## config.mk

```make
export PLATFORM = sky130hd
export DESIGN_NAME = processor_mc
export DESIGN_NICKNAME = d
export VERILOG_FILES = /design/src/rtl/processor_mc.sv
export SDC_FILE = /design/constraint.sdc
export NUM_CORES = 1
export LEC_CHECK = 0
export CAP_MARGIN = 20
export CORE_MARGIN = 1.5
export CORE_UTILIZATION = 50
export DETAILED_ROUTE_END_ITERATION = 10
export GPL_ROUTABILITY_DRIVEN = 1
export GPL_TIMING_DRIVEN = 0
export PLACE_DENSITY = 0.67
export SETUP_SLACK_MARGIN = 0.3
export SLEW_MARGIN = 25
export SYNTH_ARGS = -nofsm -noshare
export SYNTH_HDL_FRONTEND = slang
export SYNTH_SLANG_ARGS = --single-unit
```

## constraint.sdc

```tcl
create_clock -name clk -period 5 [get_ports clk]
set_input_delay 0.75 -clock clk [delete_from_list [all_inputs] [get_ports clk]]
set_output_delay 0.75 -clock clk [all_outputs]
set_load 0.05 [all_outputs]
```

## src/rtl/processor_mc.sv

```systemverilog
// processor_mc: parametrised multi-cycle core with a loadable instruction memory.
// Each instruction takes a FETCH cycle and an EXEC cycle. IN stalls in WAIT_IN
// until data is offered. HALT and illegal opcodes park the core until reset.
module processor_mc #(
   parameter int DATA_W  = 8,
   parameter int REG_AW  = 2,
   parameter int PC_W    = 5,
   parameter int INSTR_W = 4 + 2*REG_AW + DATA_W
) (
   input  logic               clk,
   input  logic               reset,
   input  logic [DATA_W-1:0]  IN,
   input  logic               in_valid,
   output logic               in_ready,
   output logic [DATA_W-1:0]  OUT,
   output logic               out_valid,
   input  logic               prog_we,
   input  logic [PC_W-1:0]    prog_addr,
   input  logic [INSTR_W-1:0] prog_data,
   output logic               halted,
   output logic               error,
   output logic [PC_W-1:0]    pc_dbg
);

   localparam int NREG  = 2**REG_AW;
   localparam int DEPTH = 2**PC_W;
   localparam logic [PC_W-1:0] PC_ONE = 1;

   localparam logic [3:0] OP_NOP  = 4'd0;
   localparam logic [3:0] OP_LDI  = 4'd1;
   localparam logic [3:0] OP_MOV  = 4'd2;
   localparam logic [3:0] OP_ADD  = 4'd3;
   localparam logic [3:0] OP_SUB  = 4'd4;
   localparam logic [3:0] OP_AND  = 4'd5;
   localparam logic [3:0] OP_OR   = 4'd6;
   localparam logic [3:0] OP_NOT  = 4'd7;
   localparam logic [3:0] OP_JMP  = 4'd8;
   localparam logic [3:0] OP_JZ   = 4'd9;
   localparam logic [3:0] OP_JN   = 4'd10;
   localparam logic [3:0] OP_IN   = 4'd11;
   localparam logic [3:0] OP_OUT  = 4'd12;
   localparam logic [3:0] OP_HALT = 4'd13;
   localparam logic [3:0] OP_JC   = 4'd14;
   localparam logic [3:0] OP_ILL  = 4'd15;

   typedef enum logic [1:0] {S_FETCH, S_EXEC, S_WAIT_IN, S_HALT} state_t;

   state_t              state_q, state_d;
   logic [PC_W-1:0]     pc_q, pc_d;
   logic [INSTR_W-1:0]  instr_q;
   logic [INSTR_W-1:0]  imem [DEPTH];
   logic [DATA_W-1:0]   rf_q [NREG];
   logic                z_q, z_d, n_q, n_d, c_q, c_d;
   logic [DATA_W-1:0]   out_q, out_d;
   logic                out_valid_q, out_valid_d;
   logic                error_q, error_d;

   logic                rf_we;
   logic [DATA_W-1:0]   rf_wdata;
   logic                flag_upd;

   // Instruction field decode, MSB first: op, ra, rb, imm.
   logic [3:0]          op;
   logic [REG_AW-1:0]   ra, rb;
   logic [DATA_W-1:0]   imm;
   logic [DATA_W-1:0]   opa, opb;
   logic [DATA_W:0]     sum_w, diff_w;

   assign op   = instr_q[INSTR_W-1 -: 4];
   assign ra   = instr_q[INSTR_W-5 -: REG_AW];
   assign rb   = instr_q[INSTR_W-5-REG_AW -: REG_AW];
   assign imm  = instr_q[DATA_W-1:0];
   assign opa  = rf_q[ra];
   assign opb  = rf_q[rb];
   // The extra top bit is the carry for ADD and the borrow for SUB.
   assign sum_w  = {1'b0, opa} + {1'b0, opb};
   assign diff_w = {1'b0, opa} - {1'b0, opb};

   assign OUT       = out_q;
   assign out_valid = out_valid_q;
   assign halted    = (state_q == S_HALT);
   assign error     = error_q;
   assign pc_dbg    = pc_q;

   // Next-state, datapath control and handshake for the FETCH/EXEC/WAIT_IN/HALT machine.
   always_comb begin
      state_d     = state_q;
      pc_d        = pc_q;
      z_d         = z_q;
      n_d         = n_q;
      c_d         = c_q;
      out_d       = out_q;
      out_valid_d = 1'b0;
      error_d     = error_q;
      rf_we       = 1'b0;
      rf_wdata    = '0;
      flag_upd    = 1'b0;
      in_ready    = 1'b0;
      case (state_q)
         S_FETCH: begin
            pc_d    = pc_q + PC_ONE;
            state_d = S_EXEC;
         end
         S_EXEC: begin
            state_d = S_FETCH;
            case (op)
               OP_LDI: begin rf_we = 1'b1; rf_wdata = imm; end
               OP_MOV: begin rf_we = 1'b1; rf_wdata = opb; end
               OP_ADD: begin
                  rf_we = 1'b1; rf_wdata = sum_w[DATA_W-1:0];
                  c_d = sum_w[DATA_W]; flag_upd = 1'b1;
               end
               OP_SUB: begin
                  rf_we = 1'b1; rf_wdata = diff_w[DATA_W-1:0];
                  c_d = diff_w[DATA_W]; flag_upd = 1'b1;
               end
               OP_AND: begin rf_we = 1'b1; rf_wdata = opa & opb; c_d = 1'b0; flag_upd = 1'b1; end
               OP_OR:  begin rf_we = 1'b1; rf_wdata = opa | opb; c_d = 1'b0; flag_upd = 1'b1; end
               OP_NOT: begin rf_we = 1'b1; rf_wdata = ~opb;      c_d = 1'b0; flag_upd = 1'b1; end
               OP_JMP: pc_d = imm[PC_W-1:0];
               OP_JZ:  if (z_q) pc_d = imm[PC_W-1:0];
               OP_JN:  if (n_q) pc_d = imm[PC_W-1:0];
               OP_JC:  if (c_q) pc_d = imm[PC_W-1:0];
               OP_IN: begin
                  in_ready = 1'b1;
                  if (in_valid) begin
                     rf_we = 1'b1; rf_wdata = IN;
                  end else begin
                     state_d = S_WAIT_IN;
                  end
               end
               OP_OUT: begin out_d = opa; out_valid_d = 1'b1; end
               OP_HALT: state_d = S_HALT;
               OP_ILL: begin error_d = 1'b1; state_d = S_HALT; end
               default: ;
            endcase
            if (flag_upd) begin
               z_d = (rf_wdata == '0);
               n_d = rf_wdata[DATA_W-1];
            end
         end
         S_WAIT_IN: begin
            in_ready = 1'b1;
            if (in_valid) begin
               rf_we   = 1'b1;
               rf_wdata = IN;
               state_d = S_FETCH;
            end
         end
         default: ;
      endcase
   end

   // Control and flag state; reset returns the core to FETCH at pc 0.
   always_ff @(posedge clk) begin
      if (reset) begin
         state_q     <= S_FETCH;
         pc_q        <= '0;
         z_q         <= 1'b0;
         n_q         <= 1'b0;
         c_q         <= 1'b0;
         out_q       <= '0;
         out_valid_q <= 1'b0;
         error_q     <= 1'b0;
      end else begin
         state_q     <= state_d;
         pc_q        <= pc_d;
         z_q         <= z_d;
         n_q         <= n_d;
         c_q         <= c_d;
         out_q       <= out_d;
         out_valid_q <= out_valid_d;
         error_q     <= error_d;
      end
   end

   // Register file; the write lands at the end of EXEC/WAIT_IN so the next EXEC sees it.
   always_ff @(posedge clk) begin
      if (reset) begin
         for (int i = 0; i < NREG; i++) rf_q[i] <= '0;
      end else if (rf_we) begin
         rf_q[ra] <= rf_wdata;
      end
   end

   // Instruction memory write port; untouched by reset so a program survives it.
   always_ff @(posedge clk) begin
      if (prog_we) imem[prog_addr] <= prog_data;
   end

   // Synchronous fetch; reading in the same edge as a write returns the old word.
   always_ff @(posedge clk) begin
      if (state_q == S_FETCH) instr_q <= imem[pc_q];
   end

endmodule
```

==> results.sh, run 1 <==
# source this file to load flow results
export IMPL_grt_antenna_before_repair=1
export IMPL_slew_viol_final=0
export IMPL_largest_cell_class="registers"
export IMPL_post_cts_resized_instances=0
export IMPL_cpPeakStageDelay_ns=0.50
export IMPL_cpMaxStageDelayCell="clkbuf_1"
export IMPL_comb_area_share_pct=23.35
export IMPL_hold_class="flop to flop"
export IMPL_numClockSinks=580
export IMPL_setup_total_negative_slack_ns=0
export IMPL_yosys_area_share_xor_xnor_pct=0.1095
export IMPL_reg2reg_depth=13
export IMPL_log_warning_count=46
export IMPL_cts_buffers_inserted=57
export IMPL_finalNetCount=1406
export IMPL_synthesis_instances=1203
export IMPL_layout_top_cells_excl_fill_tap="edfxtp_1 (560), mux4_2 (176), nor2_1 (63)"
export IMPL_inverters=32
export IMPL_post_route_period_util_pct=83.22
export IMPL_reg_top3="imem: 512 flops, rf_q: 32 flops, instr_q: 16 flops"
export IMPL_n_antenna_cell=0
export IMPL_max_flop_register="imem"
export IMPL_top_cells_by_area="edfxtp_1 (70%), mux4_2 (17%), dfxtp_1 (1.7%)"
export IMPL_flop_cell="edfxtp_1"
export IMPL_place_inst=1897
export IMPL_last_element_of_the_critical_path="rf_q[0][6]"
export IMPL_worst_ep_arrival_time_ns=4.48
export IMPL_nClkBuffers=75
export IMPL_vdd_ir_drop_worst_mv=0.2714
export IMPL_worstSkewPairLatency_ns=0.61
export IMPL_synthDistinctLibCells=64
export IMPL_synth_simple_gate_area_share_pct=3.656
export IMPL_critical_path_endpoint_type="flop"
export IMPL_yosys_warnings=0
export IMPL_global_route_usage_total_pct=22.37
export IMPL_dp_worst_setup_slack_ns=0.5087
export IMPL_final_std_cell_area_no_fill_mm2=0.02750
export IMPL_whs_endpoint="error"
export IMPL_power_density_mw_per_mm2=448.8
export IMPL_result_of_the_run="complete, no violations"
export IMPL_wl_met3_um=4176
export IMPL_critical_path_reg2reg_startpoint="instr_q[11]"
export IMPL_globalRouteMet1Util_pct=32.47
export IMPL_cts_setup_buffers=0
export IMPL_top_level_ports=50
export IMPL_regArea_mm2=0.01722
export IMPL_fin_skew_ns=0.02898
export IMPL_critical_path_class="flop to flop"
export IMPL_max_slew_margin_rel_pct=35.70
export IMPL_post_drt_via_cell_ratio=6.038
export IMPL_synth_async_reset_ratio_pct=0
export IMPL_path_cells="clkbuf_1 > mux4_2 > inv_1 > ha_1 > inv_1 > fa_1 > nor2b_2 > o31ai_1 > o31ai_1 > xnor2_1 > a221o_1 > a22oi_1 > nor2_1"
export IMPL_postLayoutCoreUtil_pct=57.83
export IMPL_core_rowCount=80
export IMPL_min_period_ns=4.161
export IMPL_worst_slew_pin_slew_ns=0.9625
export IMPL_postLayoutSetupSlackWorst_ns=0.8391
export IMPL_cpLargestDelayFamily="AND-OR/OR-AND gates"
export IMPL_floorplan_die_area_mm2=0.04931
export IMPL_well_tap_count=615
export IMPL_layout_clock_cell_area_share_pct=6.785
export IMPL_gpl_final_weighted_congestion=0.9402
export IMPL_grt_first_pass_wirelength_um=79400
export IMPL_post_synth_instance_area_mm2=0.02399
==> run 1: power by group <==
part	switching, W	total (W)	leakage (nW)	internal, W
Sequential	0.0000671	0.00554	5.27	0.00547
Clock	0.00176	0.00427	0.907	0.00252
Combinational	0.00143	0.00253	2.47	0.00110
==> run 1: cell usage after synthesis, drive strengths merged (3+ instances only) <==
cell	number
o211ai	5
buf	27
o21ai	8
a21oi	12
a211oi	4
nand3b	7
a22oi	15
or2	3
o31ai	4
nand2b	13
mux2	17
mux2i	21
a31oi	6
o22ai	9
nor4	3
mux4	176
or3	4
edfxtp	560
nand2	21
a21o	3
nand4	3
inv	32
xnor2	3
or3b	5
dfxtp	20
nand3	7
nor2	95
nor2b	6
nor3	9
and2	3
ha	30
clkbuf	41
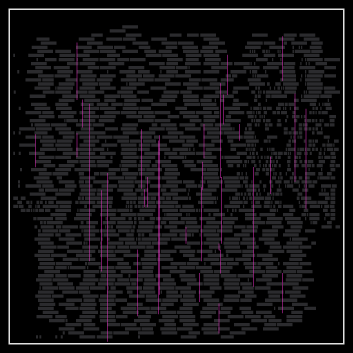
*Met4 routing, run 1*
Scale: 1.5 px per um. Cells faint in the background.
The layer holds 2.4% of the routed length. The longest straight run is 116 um. 16 nets have wire on it. The layer carries 1310 um of wire.
Detailed Route WL: 54050 um
count of vias placed by the detailed router: 12100

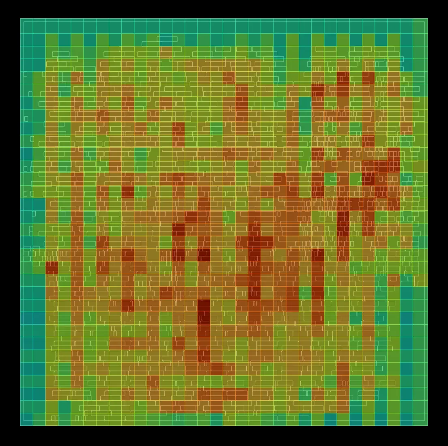
*Routing congestion, run 1*
GR Util met2: 34.92%
DR WL/cell: 26.97 um

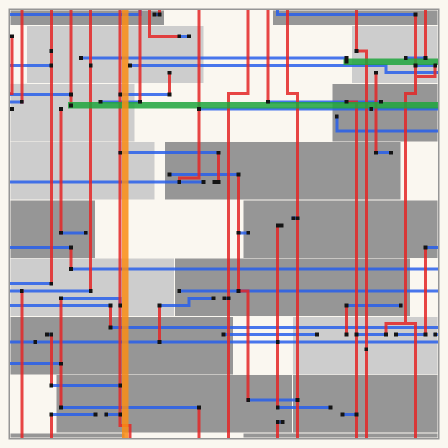
*Layout detail, run 1*
Window x 157 to 177, y 46 to 66 um. Cells in grey, sequential cells in the stronger grey; small squares are vias.
Key: metal 1 = blue; metal 2 = red; metal 3 = green; metal 4 = orange
Sequential cells in the window: 6. Netlist names of flops here include imem (6). Most frequent: edfxtp_1 (6), mux4_2 (3), clkbuf_16 (2). 11 logic cells have their middle in the window.

--- run 2 (diff from run 1) ---
clock period = 4.3 ns   (was 5 ns; I/O delays follow)
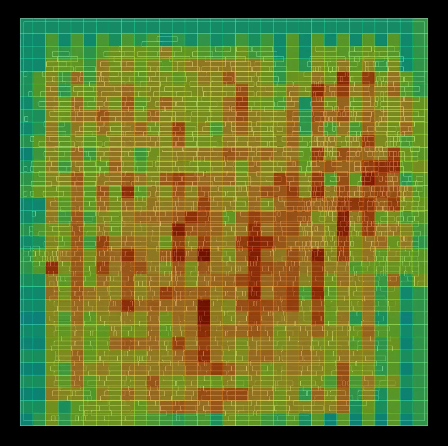
*Routing congestion, run 2*
final cell utilization of the core: 57.87%
GRT busiest layer: met2
met1 Resource Use GR: 32.46%
global routing usage summed across all routing layers: 22.37%

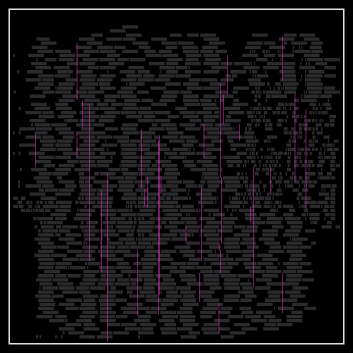
*Met4 routing, run 2*
Scale: 1.5 px per um. Cells faint in the background.
The layer holds 2.4% of the routed length. The layer carries 1310 um of wire.
Detailed Route WL: 54020 um
count of vias placed by the detailed router: 12060

==> results.sh, run 2 <==
# source this file to load flow results
export IMPL_floorplan_die_area_mm2=0.04931
export IMPL_logic_area_mm2=0.006436
export IMPL_max_slew_margin_rel_pct=35.73
export IMPL_power_density_mw_per_mm2=522.0
export IMPL_worstSkewPairLatency_ns=0.61
export IMPL_depth_of_the_cts_h_tree=2
export IMPL_cpMaxStageDelayCell="mux4_2"
export IMPL_placed_area_mm2=0.02566
export IMPL_top_layer="met4"
export IMPL_core_rowCount=80
export IMPL_number_of_nets_at_floorplan=1268
export IMPL_cpLargestDelayFamily="AND-OR/OR-AND gates"
export IMPL_grt_setup_unrepaired="yes"
export IMPL_most_frequent_cell_after_synthesis="edfxtp_1"
export IMPL_min_period_ns=3.826
export IMPL_switching_power_w=0.003792
export IMPL_layout_top_cells_excl_fill_tap="edfxtp_1 (560), mux4_2 (176), nor2_1 (63)"
export IMPL_flop_cell="edfxtp_1"
export IMPL_worst_slew_pin_slew_ns=0.9641
export IMPL_avgRoutedWirePerCell_um=26.96
export IMPL_final_std_cell_area_no_fill_mm2=0.02752
export IMPL_postLayoutSetupSlackWorst_ns=0.4738
export IMPL_power_internal_w=0.01057
export IMPL_grtUsageMet2_pct=34.92
export IMPL_largest_cell_class="registers"
export IMPL_regArea_mm2=0.01722
export IMPL_ys_seq_elements=580
export IMPL_layout_comb_gates_multi_input=523
export IMPL_comb_power_share_pct=20.6
export IMPL_place_inst=1897
export IMPL_synthesis_instances=1203
export IMPL_fin_skew_ns=0.02821
export IMPL_timing_critical_path_from_type="flop"
export IMPL_grt_antenna_before_repair=1
export IMPL_largest_register_ffs=512
export IMPL_max_flop_register="imem"
export IMPL_clk_root_buffer_cell="clkbuf_16"
export IMPL_die_width_um=222.1
export IMPL_top_power_group="sequential cells"
export IMPL_result_of_the_run="complete, no violations"
export IMPL_reg_top3="imem: 512 flops, rf_q: 32 flops, instr_q: 16 flops"
export IMPL_critical_path_class="flop to flop"
export IMPL_seq_area_share_pct=62.57
export IMPL_critical_path_endpoint_type="flop"
export IMPL_dp_hpwl_um=37530
export IMPL_setup_total_negative_slack_ns=0
export IMPL_path_cells="clkbuf_4 > mux4_2 > inv_1 > ha_1 > inv_1 > fa_1 > nor2b_2 > o31ai_2 > o31ai_1 > xnor2_1 > a221o_1 > a22oi_2 > nor2_1"
export IMPL_post_cts_resized_instances=4
export IMPL_critical_path_max_fanout=10
export IMPL_numClockSinks=580
export IMPL_comb_area_share_pct=23.39
export IMPL_layout_clock_cell_area_share_pct=6.780
export IMPL_sw_ratio_pct=26.40
export IMPL_top_cells_by_area="edfxtp_1 (70%), mux4_2 (17%), dfxtp_1 (1.7%)"
export IMPL_post_route_period_util_pct=88.98
export IMPL_hold_class="primary input to flop"
export IMPL_slew_viol_final=0
export IMPL_cts_buffers_inserted=57
export IMPL_well_tap_count=615
export IMPL_vdd_ir_drop_worst_mv=0.3156
export IMPL_seq_power_w=0.00644
export IMPL_comb_power_w=0.00296
export IMPL_cpPeakStageDelay_ns=0.63
export IMPL_post_synth_instance_area_mm2=0.02399
export IMPL_synthTopCellsByCount="edfxtp_1 (560), mux4_2 (176), nor2_1 (95), clkbuf_1 (40), inv_1 (32)"
export IMPL_hold_buffers=0
export IMPL_log_warning_count=47
export IMPL_worst_ep_arrival_time_ns=4.16
export IMPL_yosys_warnings=0
export IMPL_clock_power_share_pct=34.6
export IMPL_synthDistinctLibCells=64
export IMPL_dp_worst_setup_slack_ns=-0.1913
export IMPL_met2_wire_length_um=25770
export IMPL_finalNetCount=1406
export IMPL_tritoncts_clock_tree="yes"
export IMPL_n_antenna_cell=0
export IMPL_seq_power_share_pct=44.8
export IMPL_inverters=32
export IMPL_wl_met3_um=3960
export IMPL_post_drt_via_cell_ratio=6.017
export IMPL_synth_async_reset_ratio_pct=0
export IMPL_grt_first_pass_wirelength_um=79380
export IMPL_gpl_final_weighted_congestion=0.9402
export IMPL_cts_setup_buffers=0
export IMPL_nClkBuffers=75
export IMPL_clk_power_w=0.00497
export IMPL_top_level_ports=50
## run 2: cell counts after synthesis
No cell type changed its count.
## run 2: path summary, 6_finish.rpt
check | from | endpoint | slack (ns) | cells past startpoint
min reg2reg | error | error | 0.49 | 1
min | reset | error | 0.40 | 2
max reg2reg | instr_q[10] | rf_q[0][6] | 0.47 | 13
max | instr_q[10] | rf_q[0][6] | 0.47 | 13
## run 2: cell families (layout without fill, tap and decap cells)
kind of cell / count (synthesis) / after routing / share of synthesized area (%)
DFF: 580 / 580 / 71.76
muxes: 214 / 214 / 18.19
and+or+nand+nor: 184 / 184 / 3.656
buffers and inverters: 100 / 286 / 1.820
AOI/OAI and AO/OA: 90 / 90 / 2.733
adders and majority gates: 32 / 32 / 1.731
xor gates and xnor gates: 3 / 3 / 0.1095
Power is estimated from default activity; no workload was simulated.
